### Sequential cells grouped by signal name, run 1

Drawn at 4 px/um.
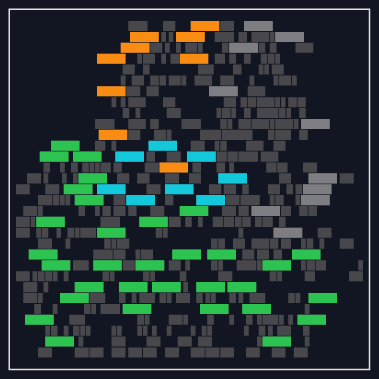
### Placed standard cells, run 1

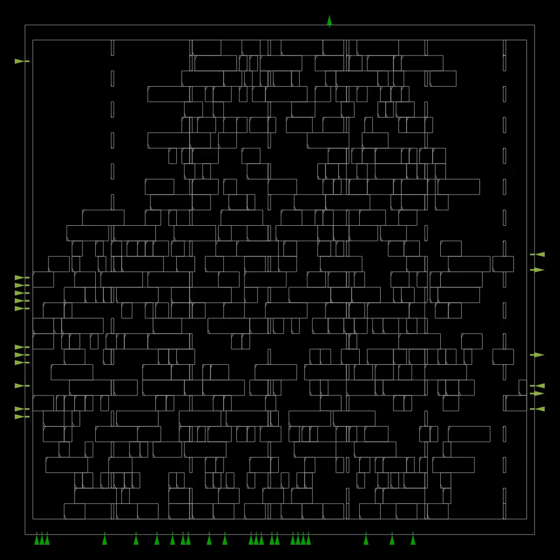
### Placement by cell class, run 1

Drawn at 6 px/um.
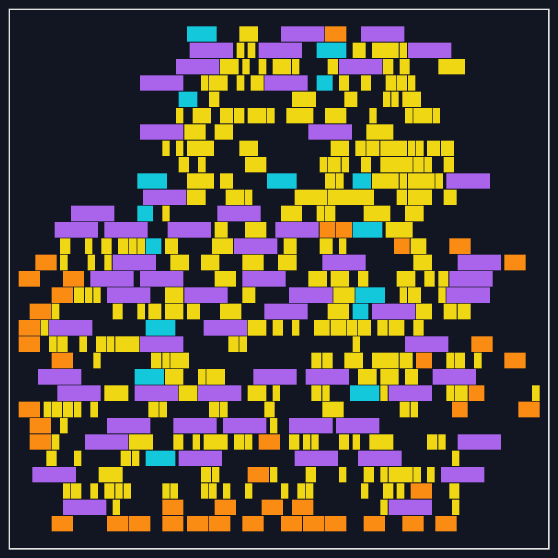
===== src/rtl/mode_pkg.sv =====
// mode_pkg -- shared definitions for the pacing-mode frame.
//
// Used by both the mode transmitter (mode_sender) and the mode-configuration
// receiver so the two ends agree on field widths, flag bit positions and the
// power-up mode.
//
// Frame layout (byte0 goes out first):
//   byte0 = SA_rest[7:0]
//   byte1 = {pace_en, SA_rest[14:8]}
//   byte2 = AV_forw[7:0]
//   byte3 = {PVCen, PACen, AV_forw[13:8]}
package mode_pkg;

    localparam int NUM_BYTES   = 4;
    localparam int SA_REST_W   = 15;
    localparam int AV_FORW_W   = 14;

    // Flag positions inside their bytes
    localparam int PACE_EN_BIT = 7;   // byte1
    localparam int PACEN_BIT   = 6;   // byte3
    localparam int PVCEN_BIT   = 7;   // byte3

    // Power-up / default pacing mode
    localparam logic [SA_REST_W-1:0] DEF_SA_REST = 15'd900;
    localparam logic                 DEF_PACE_EN = 1'b1;
    localparam logic [AV_FORW_W-1:0] DEF_AV_FORW = 14'd50;
    localparam logic                 DEF_PACEN   = 1'b0;
    localparam logic                 DEF_PVCEN   = 1'b0;

    // Frame-level sequencer states
    typedef enum logic {
        S_IDLE,
        S_SEND
    } send_state_t;

    // Per-byte UART shifter states
    typedef enum logic [1:0] {
        B_IDLE,
        B_START,
        B_DATA,
        B_STOP
    } byte_state_t;

    // Pack the mode fields into the 32-bit frame, byte0 in bits [7:0].
    function automatic logic [8*NUM_BYTES-1:0] pack_frame(
        input logic [SA_REST_W-1:0] sa_rest,
        input logic                 pace_en,
        input logic [AV_FORW_W-1:0] av_forw,
        input logic                 pacen,
        input logic                 pvcen
    );
        logic [7:0] b0, b1, b2, b3;
        b0 = sa_rest[7:0];
        b1 = {1'b0, sa_rest[SA_REST_W-1:8]};
        b1[PACE_EN_BIT] = pace_en;
        b2 = av_forw[7:0];
        b3 = {2'b00, av_forw[AV_FORW_W-1:8]};
        b3[PACEN_BIT] = pacen;
        b3[PVCEN_BIT] = pvcen;
        return {b3, b2, b1, b0};
    endfunction

endpackage


===== src/rtl/serial_byte_tx.sv =====
// serial_byte_tx -- one-byte 8N1 UART shifter (start, 8 data LSB first, stop).
//
// Ports:
//   clk    in   clock, rising edge
//   rst    in   synchronous active-high reset (line returns high)
//   load   in   accept 'data' when ready is high
//   data   in   8  byte to send
//   ready  out  high in idle and during the final cycle of the stop bit, so a
//               new byte can be chained with no gap on the line
//   tx     out  serial line, idles high
//
// Handshake: a byte is taken on a rising edge where load && ready; the start
// bit appears on the line the cycle after. Each bit lasts BAUD_DIV cycles.
module serial_byte_tx
    import mode_pkg::*;
#(
    parameter int BAUD_DIV = 16
) (
    input  logic       clk,
    input  logic       rst,
    input  logic       load,
    input  logic [7:0] data,
    output logic       ready,
    output logic       tx
);

    localparam int CW = $clog2(BAUD_DIV);

    byte_state_t   state, state_next;
    logic [CW-1:0] cnt, cnt_next;
    logic [2:0]    bit_idx, bit_next;
    logic [7:0]    shreg, shreg_next;
    logic          bit_end;

    assign bit_end = (cnt == CW'(BAUD_DIV - 1));

    always_comb begin
        state_next = state;
        cnt_next   = cnt;
        bit_next   = bit_idx;
        shreg_next = shreg;
        ready      = 1'b0;
        tx         = 1'b1;

        case (state)
            B_IDLE: begin
                ready = 1'b1;
            end
            B_START: begin
                tx = 1'b0;
                if (bit_end) begin
                    cnt_next   = '0;
                    bit_next   = '0;
                    state_next = B_DATA;
                end else begin
                    cnt_next = cnt + 1'b1;
                end
            end
            B_DATA: begin
                tx = shreg[0];
                if (bit_end) begin
                    cnt_next   = '0;
                    shreg_next = shreg >> 1;
                    if (bit_idx == 3'd7) begin
                        state_next = B_STOP;
                    end else begin
                        bit_next = bit_idx + 1'b1;
                    end
                end else begin
                    cnt_next = cnt + 1'b1;
                end
            end
            B_STOP: begin
                if (bit_end) begin
                    // Last stop-bit cycle: allow the next byte to follow back-to-back.
                    ready      = 1'b1;
                    cnt_next   = '0;
                    state_next = B_IDLE;
                end else begin
                    cnt_next = cnt + 1'b1;
                end
            end
            default: state_next = B_IDLE;
        endcase

        if (load && ready) begin
            state_next = B_START;
            cnt_next   = '0;
            bit_next   = '0;
            shreg_next = data;
        end
    end

    always_ff @(posedge clk) begin
        if (rst) begin
            state   <= B_IDLE;
            cnt     <= '0;
            bit_idx <= '0;
            shreg   <= '0;
        end else begin
            state   <= state_next;
            cnt     <= cnt_next;
            bit_idx <= bit_next;
            shreg   <= shreg_next;
        end
    end

endmodule


===== src/rtl/mode_sender.sv =====
// mode_sender -- transmits the 32-bit pacing-mode frame as four 8N1 bytes.
//
// Optional feature macro: MODE_SENDER_RANGE_CHECK_EN
//   defined   : a request with SA_rest[15]=1 or AV_forw[15:14]!=0 is rejected
//               with a one-cycle err pulse and nothing is sent.
//   undefined : out-of-range bits are masked off and err is tied low.
//
// Ports:
//   clk_fast  in   clock, rising edge
//   rst       in   synchronous active-high reset; abandons any frame in flight
//   send      in   transmit request, sampled only while idle
//   SA_rest   in   16  SA rest period (bits [14:0] sent)
//   pace_en   in   pacing enable
//   AV_forw   in   16  AV forward delay (bits [13:0] sent)
//   PACen     in   PAC enable
//   PVCen     in   PVC enable
//   tx        out  serial line, idles high
//   busy      out  high while a frame is on the line
//   done      out  one-cycle pulse in the cycle after the last stop bit
//   err       out  one-cycle reject pulse (range-check builds only)
//
// Request timing: send seen at edge N latches the inputs into the frame
// register; at edge N+1 the first byte is launched (busy=1, start bit on tx)
// or, for a rejected request, err is raised. Sends while a request is pending
// or while busy are ignored.
module mode_sender
    import mode_pkg::*;
#(
    parameter int CLK_FREQ = 50000000,
    parameter int BAUD     = 115200
) (
    input  logic        clk_fast,
    input  logic        rst,
    input  logic        send,
    input  logic [15:0] SA_rest,
    input  logic        pace_en,
    input  logic [15:0] AV_forw,
    input  logic        PACen,
    input  logic        PVCen,
    output logic        tx,
    output logic        busy,
    output logic        done,
    output logic        err
);

    localparam int BAUD_DIV = CLK_FREQ / BAUD;
    localparam int FW       = 8 * NUM_BYTES;
    localparam int IW       = $clog2(NUM_BYTES);

    send_state_t   state, state_next;
    logic [IW-1:0] idx, idx_next;
    logic          req_q, req_next;
    logic [FW-1:0] frame, frame_next;
    logic          done_q, done_next;
    logic          byte_load;
    logic [7:0]    byte_data;
    logic          byte_ready;
    logic          req_ok;

`ifdef MODE_SENDER_RANGE_CHECK_EN
    logic bad_q, bad_next;
    logic err_q, err_next;
    logic in_range;

    assign in_range = !SA_rest[15] && (AV_forw[15:14] == 2'b00);
    assign req_ok   = !bad_q;
    assign err      = err_q;
`else
    logic unused_range_bits;

    assign unused_range_bits = ^{SA_rest[15], AV_forw[15:14]};
    assign req_ok            = 1'b1;
    assign err               = 1'b0;
`endif

    always_comb begin
        state_next = state;
        idx_next   = idx;
        req_next   = 1'b0;
        frame_next = frame;
        done_next  = 1'b0;
        byte_load  = 1'b0;
        byte_data  = frame[7:0];
`ifdef MODE_SENDER_RANGE_CHECK_EN
        bad_next   = bad_q;
        err_next   = 1'b0;
`endif

        case (state)
            S_IDLE: begin
                if (req_q) begin
                    // Second half of the accept: launch byte0 or reject.
                    if (req_ok) begin
                        byte_load  = 1'b1;
                        byte_data  = frame[7:0];
                        idx_next   = '0;
                        state_next = S_SEND;
                    end
`ifdef MODE_SENDER_RANGE_CHECK_EN
                    else begin
                        err_next = 1'b1;
                    end
`endif
                end else if (send) begin
                    req_next   = 1'b1;
                    frame_next = pack_frame(SA_rest[SA_REST_W-1:0], pace_en,
                                            AV_forw[AV_FORW_W-1:0], PACen, PVCen);
`ifdef MODE_SENDER_RANGE_CHECK_EN
                    bad_next   = !in_range;
`endif
                end
            end
            S_SEND: begin
                // byte_ready here means the current stop bit is in its last cycle.
                if (byte_ready) begin
                    if (idx == IW'(NUM_BYTES - 1)) begin
                        state_next = S_IDLE;
                        done_next  = 1'b1;
                    end else begin
                        idx_next  = idx + 1'b1;
                        byte_load = 1'b1;
                        byte_data = frame[{idx_next, 3'b000} +: 8];
                    end
                end
            end
            default: state_next = S_IDLE;
        endcase
    end

    always_ff @(posedge clk_fast) begin
        if (rst) begin
            state  <= S_IDLE;
            idx    <= '0;
            req_q  <= 1'b0;
            frame  <= pack_frame(DEF_SA_REST, DEF_PACE_EN, DEF_AV_FORW, DEF_PACEN, DEF_PVCEN);
            done_q <= 1'b0;
`ifdef MODE_SENDER_RANGE_CHECK_EN
            bad_q  <= 1'b0;
            err_q  <= 1'b0;
`endif
        end else begin
            state  <= state_next;
            idx    <= idx_next;
            req_q  <= req_next;
            frame  <= frame_next;
            done_q <= done_next;
`ifdef MODE_SENDER_RANGE_CHECK_EN
            bad_q  <= bad_next;
            err_q  <= err_next;
`endif
        end
    end

    assign busy = (state == S_SEND);
    assign done = done_q;

    serial_byte_tx #(
        .BAUD_DIV(BAUD_DIV)
    ) u_byte_tx (
        .clk  (clk_fast),
        .rst  (rst),
        .load (byte_load),
        .data (byte_data),
        .ready(byte_ready),
        .tx   (tx)
    );

endmodule

===== config.mk =====
export PLATFORM = sky130hd
export DESIGN_NAME = mode_sender
export DESIGN_NICKNAME = d
export VERILOG_FILES = /design/src/rtl/mode_pkg.sv /design/src/rtl/serial_byte_tx.sv /design/src/rtl/mode_sender.sv
export SDC_FILE = /design/constraint.sdc
export NUM_CORES = 1
export LEC_CHECK = 0
export CORE_UTILIZATION = 37
export DETAILED_ROUTE_END_ITERATION = 10
export HOLD_SLACK_MARGIN = 0.03
export PLACE_DENSITY = 0.59
export SYNTH_ARGS = -nofsm -noshare
export SYNTH_HDL_FRONTEND = slang
export SYNTH_SLANG_ARGS = --single-unit

===== constraint.sdc =====
create_clock -name clk_fast -period 2.9 [get_ports clk_fast]
set_input_delay 0.725 -clock clk_fast [delete_from_list [all_inputs] [get_ports clk_fast]]
set_output_delay 0.725 -clock clk_fast [all_outputs]
set_load 0.02 [all_outputs]

==> impl_metrics.json, run 1 <==
{
  "synthMuxAreaShare": 0.0594,
  "maxCapViolCount": 0,
  "numPortBuffers": 37,
  "clockBufferDepth": 2,
  "async_reset_ff_frac": 0,
  "drtAntennaViolNets": 0,
  "grtUsageTotal": 0.169,
  "cp_max_fo": 9,
  "worstSetupStartpointType": "register",
  "hold_class": "reg2reg",
  "hold_depth": 2,
  "topCellsByArea": "dfxtp_1, nand2_1, a21oi_1",
  "grt_pass1_vias": 2238,
  "maxSlewViolCount": 0,
  "fin_crit_sh": 0.942,
  "cts_buffers": 9,
  "drt_iter0_markers": 103,
  "fillerInstances": 718,
  "drt_wl_total_um": 6170,
  "syn_to_final_growth_pct": 21.8,
  "row_count": 31,
  "yosys.stat.seqShare": 0.415,
  "setup_viol": 0,
  "antenna_found_initial": 0,
  "yosysChipArea_um2": 2850,
  "common_cells": "nand2_1, dfxtp_1, a21oi_1, nor2_1, clkbuf_1",
  "final-hold-violation-count": 0,
  "tightest_slew_ns": 0.552,
  "status": "complete, no violations",
  "holdCritStartpoint": "frame[14]$_SDFFE_PP0P_",
  "slew_headroom": 0.632,
  "mostFrequentLayoutCell": "nand2_1",
  "die-height_um": 89.7,
  "yosysTopAreaCellShare": 0.415,
  "yosys_warnings": 0,
  "gr-total-overflow": 0,
  "drt-wirelength-per-cell_um": 13.0,
  "r2r_slack_ns": 0.36,
  "lay_top_cells": "nand2_1, dfxtp_1, clkdlybuf4s50_1",
  "clock_power_share": 0.338,
  "flop_cell": "dfxtp_1",
  "dpl.hpwl_um": 4250,
  "max_stage_delay_ns": 0.62,
  "rsz0062_at_grt": "false",
  "r2r_start": "u_byte_tx.state[0]$_SDFFE_PP0P_",
  "synth_adder_area_share": 0.0528,
  "ff_latch_area_um2": 1180,
  "ys_sh_aoi": 0.177,
  "power.share.switching": 0.309,
  "combPwrFrac": 0.215,
  "comb_area_um2": 1530,
  "p_leak_nw": 1.29,
  "path_buffers": 2,
  "nNetsFinal": 419,
  "routed_via_density": 5.12,
  "cp.required_ns": 2.17,
  "edf_count": 0,
  "avgSynthCellArea_um2": 8.39,
  "worstPathArrival_ns": 2.01,
  "postSynthCellCount": 339,
  "cp_top_family": "buffers and inverters",
  "skew_ns": 0.0153,
  "die_w_um": 89.7,
  "tool_warnings": 36,
  "synth_cell_types": 50,
  "p_int_mw": 1.41,
  "power_density_nw_per_um2": 591,
  "drive_above_1_share": 0.0963,
  "power.switching_uw": 633,
  "drc": 0,
  "firstDrtPassIters": 5,
  "ys_top_logic_family": "simple AND/OR/NAND/NOR gates",
  "ff2ff_path_depth": 6,
  "clock_sinks": 59,
  "ctsHoldBuffers": 0,
  "end_kind": "output pin",
  "timing.hold.ws_ns": 0.454,
  "synth-xor-area-share": 0.0246,
  "fin_tns_setup_ns": 0,
  "insertion_delay_ns": 0.34,
  "cts_tree": "done",
  "ys_cells": 339,
  "clkSlewWorstSetupHoldPaths_ns": 0.08,
  "crit_cells": 4,
  "irDropWorstVdd_uv": 273,
  "p_seq_frac": 0.447,
  "rr_endpoint": "u_byte_tx.shreg[4]$_SDFFE_PP0P_",
  "pin_count": 42,
  "fp_util": 0.388,
  "critPathKind": "reg2out",
  "fin_crit_ns": 2.73,
  "yosysTopAreaCell": "dfxtp_1",
  "clock.fmax_mhz": 366,
  "dieArea_um2": 8040,
  "synth_nets": 389,
  "cts-root-buf": "clkbuf_8",
  "simple_gate_share": 0.221,
  "grt_pass1_wl_um": 10400,
  "netlist_area_um2": 2850,
  "insertedDiodeCount": 0,
  "h-tree-depth": 3,
  "path_cells": "inv_1, ha_2, mux2i_1, clkdlybuf4s50_1",
  "synth_flops": 59,
  "via_count": 2421,
  "post_cts.repair.setup_buffers": 0,
  "top_cell": "nand2_1",
  "place_congestion": 0.747,
  "grt_max_degree": 34,
  "slowest_stage": "clkdlybuf4s50_1",
  "min_to": "frame[14]$_SDFFE_PP0P_"
}
Notes on 'Sequential cells grouped by signal name' above:
Orange marks `u_byte_tx.cnt`, placed flops 9. Green marks `frame`, placed flops 32. Cyan marks `u_byte_tx.shreg`, placed flops 8, where centre.
Another 10 sequential cells are not coloured.

Notes on 'Placed standard cells' above:
total core area: 7330 um^2
Flops: 59
final std cells w/o fill: 473
tap cells: 99

Notes on 'Placement by cell class' above:
Orange marks remaining buffers and delay cells, cells 43. Yellow marks remaining logic cells, cells 256. Purple marks registers, cells 59. Cyan marks clock drivers and dummy loads, cells 16.

run 1: timing repair:
item | in CTS | in global routing
endpoints found under the hold margin | 0 | 0
endpoints found under the setup margin | 0 | 1
gates resized | 0 | 1
run 1: layout make-up:
type	count	share of cell area
inverter	8	0.00867
clock inverter	6	0.0137
timing repair buffer	43	0.120
sequential	59	0.341
tap	99	0.0358
multi-input combinational	248	0.441
clock buffer	10	0.0397
run 1: worst reg2reg max path, stage by stage, from the launching register on:
cell	delay, ns
dfxtp_1	0.43
inv_1	0.14
ha_1	0.39
or3b_2	0.65
a21oi_1	0.50
o32ai_1	0.19
o22ai_1	0.18
run 1: logic make-up after synthesis:
family | count (synthesis)
XOR/XNOR | 8
AND/OR/NAND/NOR | 136
buffers and inverters | 32
AND-OR/OR-AND | 75
multiplexers | 16
other | 1
adder cells (fa/ha/maj) | 12
flip-flops | 59
run 1: power by group through the flow:
stage / clock network [mW] / registers (mW) / logic [mW]
5_1_grt: 0.758 / 0.922 / 0.494
3_3_place_gp: 0 / 0.931 / 0.440
3_5_place_dp: 0 / 0.932 / 0.444
6_report: 0.692 / 0.914 / 0.440
2_1_floorplan: 0 / 0.924 / 0.315
4_1_cts: 0.715 / 0.914 / 0.445
run 1: how the worst max path moves through the flow:
stage / start / endpoint
2_1_floorplan: u_byte_tx.state[0]$_SDFFE_PP0P_ / tx
3_3_place_gp: u_byte_tx.state[0]$_SDFFE_PP0P_ / u_byte_tx.shreg[1]$_SDFFE_PP0P_
3_5_place_dp: u_byte_tx.state[0]$_SDFFE_PP0P_ / u_byte_tx.shreg[2]$_SDFFE_PP0P_
4_1_cts: u_byte_tx.state[0]$_SDFFE_PP0P_ / tx
5_1_grt: u_byte_tx.state[0]$_SDFFE_PP0P_ / tx
6_report: u_byte_tx.state[0]$_SDFFE_PP0P_ / tx
run 1: layer usage:
metal  vias up  wire, um  GRT usage
met3         6       251     0.0402
met5         -         0          0
met4         0        56     0.0649
met2        49      2790      0.256
li1       1245         -          -
met1      1121      3060      0.231
run 1: registers in the layout, indices dropped and copies added, names as in the netlist:
register	flops
busy	1
done	1
frame	32
idx	2
req_q	1
u_byte_tx.bit_idx	3
u_byte_tx.cnt	9
u_byte_tx.shreg	8
u_byte_tx.state	2
run 1: through the flow:
stage                     instance area, um^2  total power, mW  utilization  setup WS (ns)  instances
after floorplan                          2850             1.24            -          0.866        339
final                                    3460             2.05        0.473          0.168        473
after CTS                                3460             2.07        0.472         0.0640        473
after global routing                     3460             2.17        0.473         0.0677        473
after global placement                   3280             1.37        0.447          0.443        457
after detailed placement                 3280             1.38        0.447          0.405        457
==> run 2, diff against run 1 <==
Settings changed: SLEW_MARGIN set to 20.
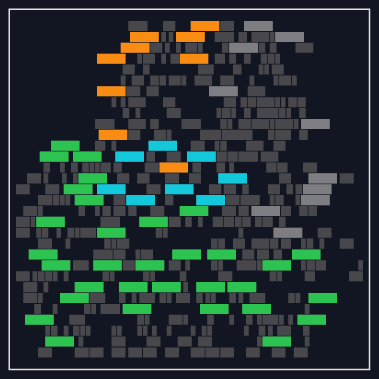
*Sequential cells grouped by signal name, run 2*
Drawn at 4 px/um.
Orange marks `u_byte_tx.cnt`, placed flops 9. Green marks `frame`, placed flops 32. Cyan marks `u_byte_tx.shreg`, placed flops 8, where centre.
Another 10 sequential cells are not coloured.

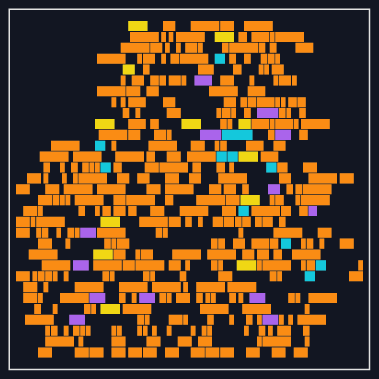
*Drive-strength map, run 2*
Drawn at 4 px/um.
Yellow marks x6 and larger, cells 12, share 3.2%, most used clkbuf_8. Purple marks x2, cells 13, share 3.5%, most used mux2_2. Orange marks x1 and smaller, cells 338, share 90%, most used nand2_1. Cyan marks x3 and x4, cells 11, share 2.9%, most used buf_4.

==> run 2 against run 1 <==
Sequential cell count unchanged; cell area unchanged; largest cell class unchanged; combinational power about the same; synthesized cell count unchanged; routed wire length unchanged; sequential share of layout area unchanged.
==> impl_metrics.json, run 2 <==
{
  "critPathKind": "reg2out",
  "clock.fmax_mhz": 366,
  "ys_cells": 339,
  "flop_cell": "dfxtp_1",
  "cts_buffers": 9,
  "rr_endpoint": "u_byte_tx.shreg[4]$_SDFFE_PP0P_",
  "setup_viol": 0,
  "firstDrtPassIters": 5,
  "yosys_warnings": 0,
  "drtAntennaViolNets": 0,
  "clock_sinks": 59,
  "dp_worst_setup_slack_ns": 0.405,
  "worstPathArrival_ns": 2.01,
  "status": "complete, no violations",
  "ff_latch_area_um2": 1180,
  "lay_top_cells": "nand2_1, dfxtp_1, clkdlybuf4s50_1",
  "p_int_mw": 1.41,
  "drt-wirelength-per-cell_um": 13.0,
  "maxCapViolCount": 0,
  "die-height_um": 89.7,
  "synth_flops": 59,
  "numPortBuffers": 37,
  "clockBufferDepth": 2,
  "grt_pass1_vias": 2238,
  "hold_depth": 2,
  "holdCritStartpoint": "frame[14]$_SDFFE_PP0P_",
  "yosysTopAreaCellShare": 0.415,
  "h-tree-depth": 3,
  "post_cts.repair.setup_buffers": 0,
  "fp_util": 0.388,
  "clkSlewWorstSetupHoldPaths_ns": 0.08,
  "min_to": "frame[14]$_SDFFE_PP0P_",
  "grt_pass1_wl_um": 10400,
  "top_cell": "nand2_1",
  "layout_setup_ws_ns": 0.168,
  "avgSynthCellArea_um2": 8.39,
  "dpl.hpwl_um": 4250,
  "nNetsFinal": 419,
  "postSynthCellCount": 339,
  "p_leak_nw": 1.29,
  "routed_via_density": 5.12,
  "r2r_start": "u_byte_tx.state[0]$_SDFFE_PP0P_",
  "ff2ff_path_depth": 6,
  "core_area_um2": 7330,
  "p_seq_frac": 0.447,
  "via_count": 2421,
  "drt_iter0_markers": 103,
  "fin_crit_sh": 0.942,
  "grtUsageTotal": 0.169,
  "fillerInstances": 718,
  "row_count": 31,
  "rsz0062_at_grt": "false",
  "tightest_slew_ns": 0.552,
  "drt_wl_total_um": 6170,
  "async_reset_ff_frac": 0,
  "gr-total-overflow": 0,
  "yosysTopAreaCell": "dfxtp_1",
  "irDropWorstVdd_uv": 273,
  "cp_max_fo": 9,
  "fin_tns_setup_ns": 0,
  "skew_ns": 0.0153,
  "drive_above_1_share": 0.0963,
  "dieArea_um2": 8040,
  "syn_to_final_growth_pct": 21.8,
  "mostFrequentLayoutCell": "nand2_1",
  "power_density_nw_per_um2": 591,
  "hold_class": "reg2reg",
  "cts-root-buf": "clkbuf_8",
  "largest_reg_flops": 32,
  "end_kind": "output pin",
  "tool_warnings": 36,
  "insertedDiodeCount": 0,
  "cts_tree": "done",
  "yosysChipArea_um2": 2850,
  "power.share.switching": 0.309,
  "edf_count": 0,
  "synth_nets": 389,
  "place_congestion": 0.747,
  "power.switching_uw": 633,
  "clock_power_share": 0.338,
  "common_cells": "nand2_1, dfxtp_1, a21oi_1, nor2_1, clkbuf_1",
  "insertion_delay_ns": 0.34,
  "yosys.stat.seqShare": 0.415,
  "cp.required_ns": 2.17,
  "worstSetupStartpointType": "register",
  "fin_crit_ns": 2.73,
  "top_regs": "frame x32, u_byte_tx.cnt x9, u_byte_tx.shreg x8",
  "r2r_slack_ns": 0.36,
  "power.total_mw": 2.05,
  "final-hold-violation-count": 0,
  "top_register": "frame",
  "synth_cell_types": 50,
  "dp_cells": 457,
  "netlist_area_um2": 2850,
  "slew_headroom": 0.632,
  "combPwrFrac": 0.215,
  "die_w_um": 89.7,
  "pin_count": 42,
  "grt_max_degree": 34,
  "topCellsByArea": "dfxtp_1, nand2_1, a21oi_1",
  "comb_area_um2": 1530,
  "antenna_found_initial": 0,
  "drc": 0,
  "maxSlewViolCount": 0,
  "fin_util": 0.473,
  "stdcell_count": 473
}
[run 2: cell counts after synthesis]
Identical to the previous run, type by type.
[run 2: what timing repair did]
item                                    4_1_cts  5_1_grt
hold buffers                                  0        0
gates resized                                 0        1
endpoints found under the setup margin        0        1
[run 2: cell type report]
type / instances / share of cell area
flip-flops and latches: 59 / 0.341
repair buffers: 43 / 0.120
well taps: 99 / 0.0358
multi-input cells: 248 / 0.441
inverters: 8 / 0.00867
clock buffers: 10 / 0.0397
clock inverters: 6 / 0.0137
[run 2: kinds of logic (layout without fill, tap and decap cells)]
| group | Yosys count | in the layout | share of synthesized area |
|---|---|---|---|
| adder cells (fa/ha/maj) | 12 | 12 | 0.0528 |
| AND-OR/OR-AND | 75 | 75 | 0.177 |
| flip-flops | 59 | 59 | 0.415 |
| multiplexers | 16 | 16 | 0.0594 |
| AND/OR/NAND/NOR | 136 | 136 | 0.221 |
| other | 1 | 1 | 0.00132 |
| buffers and inverters | 32 | 67 | 0.0484 |
| XOR/XNOR | 8 | 8 | 0.0246 |
[run 2: power groups by stage]
| stage | clock network [mW] | registers, mW | logic [mW] |
|---|---|---|---|
| floorplan | 0 | 0.924 | 0.315 |
| global placement | 0 | 0.931 | 0.440 |
| detailed placement | 0 | 0.932 | 0.444 |
| CTS | 0.715 | 0.914 | 0.445 |
| global route | 0.758 | 0.922 | 0.494 |
| finish | 0.692 | 0.914 | 0.440 |
[run 2: worst max-delay path by stage]
stage                               startpoint                               to  cells past startpoint
6_report       u_byte_tx.state[0]$_SDFFE_PP0P_                               tx                      4
3_5_place_dp   u_byte_tx.state[0]$_SDFFE_PP0P_  u_byte_tx.shreg[2]$_SDFFE_PP0P_                      6
4_1_cts        u_byte_tx.state[0]$_SDFFE_PP0P_                               tx                      4
5_1_grt        u_byte_tx.state[0]$_SDFFE_PP0P_                               tx                      4
2_1_floorplan  u_byte_tx.state[0]$_SDFFE_PP0P_                               tx                      4
3_3_place_gp   u_byte_tx.state[0]$_SDFFE_PP0P_  u_byte_tx.shreg[1]$_SDFFE_PP0P_                      6
[run 2: worst max-delay path, stage by stage (launching register included)]
cell             delay [ns]
dfxtp_1                0.37
inv_1                  0.16
ha_2                   0.30
mux2i_1                0.22
clkdlybuf4s50_1        0.62
[run 2: layer usage]
metal | up-vias | part of all wire | global-route usage
met3 | 6 | 0.041 | 0.0402
met1 | 1121 | 0.50 | 0.231
met5 | - | 0 | 0
met2 | 49 | 0.45 | 0.256
met4 | 0 | 0.0091 | 0.0649
li1 | 1245 | - | -
[run 2: per-stage QoR]
step,hold slack (ns),area (um^2)
4_1_cts,0.456,3460
5_1_grt,0.478,3460
3_3_place_gp,0.440,3280
6_report,0.454,3460
2_1_floorplan,0.432,2850
3_5_place_dp,0.445,3280
==> run 3, diff against run 2 <==
Settings changed: CAP_MARGIN set to 20.
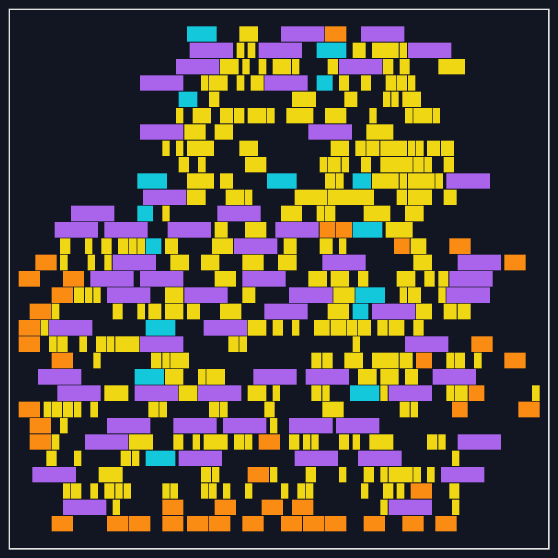
*Placement by cell class, run 3*
Drawn at 6 px/um.
num rows: 31
flop share of the area: 0.341
final core utilization: 0.473

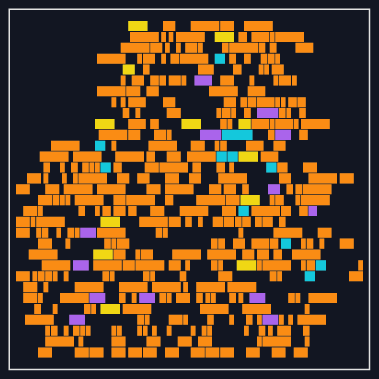
*Drive-strength map, run 3*
Drawn at 4 px/um.
Purple marks x2, cells 13, share 3.5%, most used mux2_2. Cyan marks x3 and x4, cells 11, share 2.9%, most used buf_4. Yellow marks x6 and larger, cells 12, share 3.2%, most used clkbuf_8. Orange marks x1 and smaller, cells 338, share 90%, most used nand2_1.

==> run 3 against run 2 <==
Synthesized cell count unchanged; combinational power about the same; sequential share of layout area unchanged; clock skew unchanged; largest cell class unchanged; largest power group unchanged.
==> impl_metrics.json, run 3 <==
{
  "grt_max_degree": 34,
  "final-hold-violation-count": 0,
  "timing.hold.ws_ns": 0.454,
  "layout_setup_ws_ns": 0.168,
  "synth_cell_types": 50,
  "irDropWorstVdd_uv": 273,
  "stdcell_count": 473,
  "worstSetupStartpointType": "register",
  "top_register": "frame",
  "drt-wirelength-per-cell_um": 13.0,
  "largest_reg_flops": 32,
  "netlist_area_um2": 2850,
  "rsz0062_at_grt": "false",
  "cts_tree": "done",
  "routed_via_density": 5.12,
  "drt_iter0_markers": 103,
  "insertedDiodeCount": 0,
  "core_area_um2": 7330,
  "yosysTopAreaCell": "dfxtp_1",
  "end_kind": "output pin",
  "drive_above_1_share": 0.0963,
  "common_cells": "nand2_1, dfxtp_1, a21oi_1, nor2_1, clkbuf_1",
  "tool_warnings": 36,
  "clock.fmax_mhz": 366,
  "status": "complete, no violations",
  "synthMuxAreaShare": 0.0594,
  "grt_pass1_wl_um": 10400,
  "flop_cell": "dfxtp_1",
  "simple_gate_share": 0.221,
  "fillerInstances": 718,
  "grt_pass1_vias": 2238,
  "ys_sh_aoi": 0.177,
  "drtAntennaViolNets": 0,
  "edf_count": 0,
  "critPathKind": "reg2out",
  "yosys.stat.seqShare": 0.415,
  "setup_viol": 0,
  "topCellsByArea": "dfxtp_1, nand2_1, a21oi_1",
  "dp_cells": 457,
  "ys_top_logic_family": "simple AND/OR/NAND/NOR gates",
  "yosysTopAreaCellShare": 0.415,
  "clkSlewWorstSetupHoldPaths_ns": 0.08,
  "yosysChipArea_um2": 2850,
  "pin_count": 42,
  "synth_flops": 59,
  "place_congestion": 0.747,
  "nNetsFinal": 419,
  "firstDrtPassIters": 5,
  "power_density_nw_per_um2": 591,
  "fin_crit_ns": 2.73,
  "dieArea_um2": 8040,
  "die_w_um": 89.7,
  "tightest_slew_ns": 0.552,
  "cp_max_fo": 9,
  "syn_to_final_growth_pct": 21.8,
  "drt_wl_total_um": 6170,
  "clockBufferDepth": 2,
  "grtUsageTotal": 0.169,
  "maxSlewViolCount": 0,
  "lay_top_cells": "nand2_1, dfxtp_1, clkdlybuf4s50_1",
  "cts_buffers": 9,
  "cts-root-buf": "clkbuf_8",
  "insertion_delay_ns": 0.34,
  "cp.required_ns": 2.17,
  "dp_worst_setup_slack_ns": 0.405,
  "worstPathArrival_ns": 2.01,
  "avgSynthCellArea_um2": 8.39
}
## run 3: cell counts after synthesis
Identical to the previous run, type by type.
## run 3: per-layer routing
layer	part of all wire	wire length, um	GRT usage	vias to the layer above
met5	0	0	0	-
met4	0.0091	56	0.0649	0
met3	0.041	251	0.0402	6
met2	0.45	2790	0.256	49
met1	0.50	3060	0.231	1121
li1	-	-	-	1245
## run 3: critical path, stage by stage, from the launching register on
cell and delay, ns:
dfxtp_1 0.37, inv_1 0.16, ha_2 0.30, mux2i_1 0.22
clkdlybuf4s50_1 0.62
## run 3: worst paths after layout
check	from	end	slack [ns]	depth (start not counted)
max reg2reg	u_byte_tx.state[0]$_SDFFE_PP0P_	u_byte_tx.shreg[4]$_SDFFE_PP0P_	0.36	6
max	u_byte_tx.state[0]$_SDFFE_PP0P_	tx	0.17	4
min reg2reg	frame[14]$_SDFFE_PP0P_	frame[14]$_SDFFE_PP0P_	0.45	2
min	frame[14]$_SDFFE_PP0P_	frame[14]$_SDFFE_PP0P_	0.45	2
## run 3: power breakdown
group          switching, mW  internal, mW
sequential            0.0411         0.873
combinational          0.238         0.202
clock                  0.354         0.338
## run 3: what timing repair did
item / 4_1_cts / 5_1_grt
hold buffers: 0 / 0
endpoints found under the setup margin: 0 / 1
hold endpoints to repair: 0 / 0
setup buffers: 0 / 0
gates resized: 0 / 1
## run 3: metrics by stage
stage | total power, mW | util
finish | 2.05 | 0.473
global route | 2.17 | 0.473
CTS | 2.07 | 0.472
detailed placement | 1.38 | 0.447
global placement | 1.37 | 0.447
floorplan | 1.24 | -
## run 3: layout make-up
| class | count | area [um^2] | area share |
|---|---|---|---|
| well taps | 99 | 124 | 0.0358 |
| flip-flops and latches | 59 | 1180 | 0.341 |
| inverters | 8 | 30.0 | 0.00867 |
| clock buffers | 10 | 138 | 0.0397 |
| repair buffers | 43 | 415 | 0.120 |
| multi-input cells | 248 | 1530 | 0.441 |
| clock inverters | 6 | 47.5 | 0.0137 |
## run 3: cell families after synthesis
group,count (synthesis)
AND-OR/OR-AND,75
AND/OR/NAND/NOR,136
flip-flops,59
adder cells (fa/ha/maj),12
buffers and inverters,32
other,1
multiplexers,16
XOR/XNOR,8
Power and IR drop assume default switching activity.
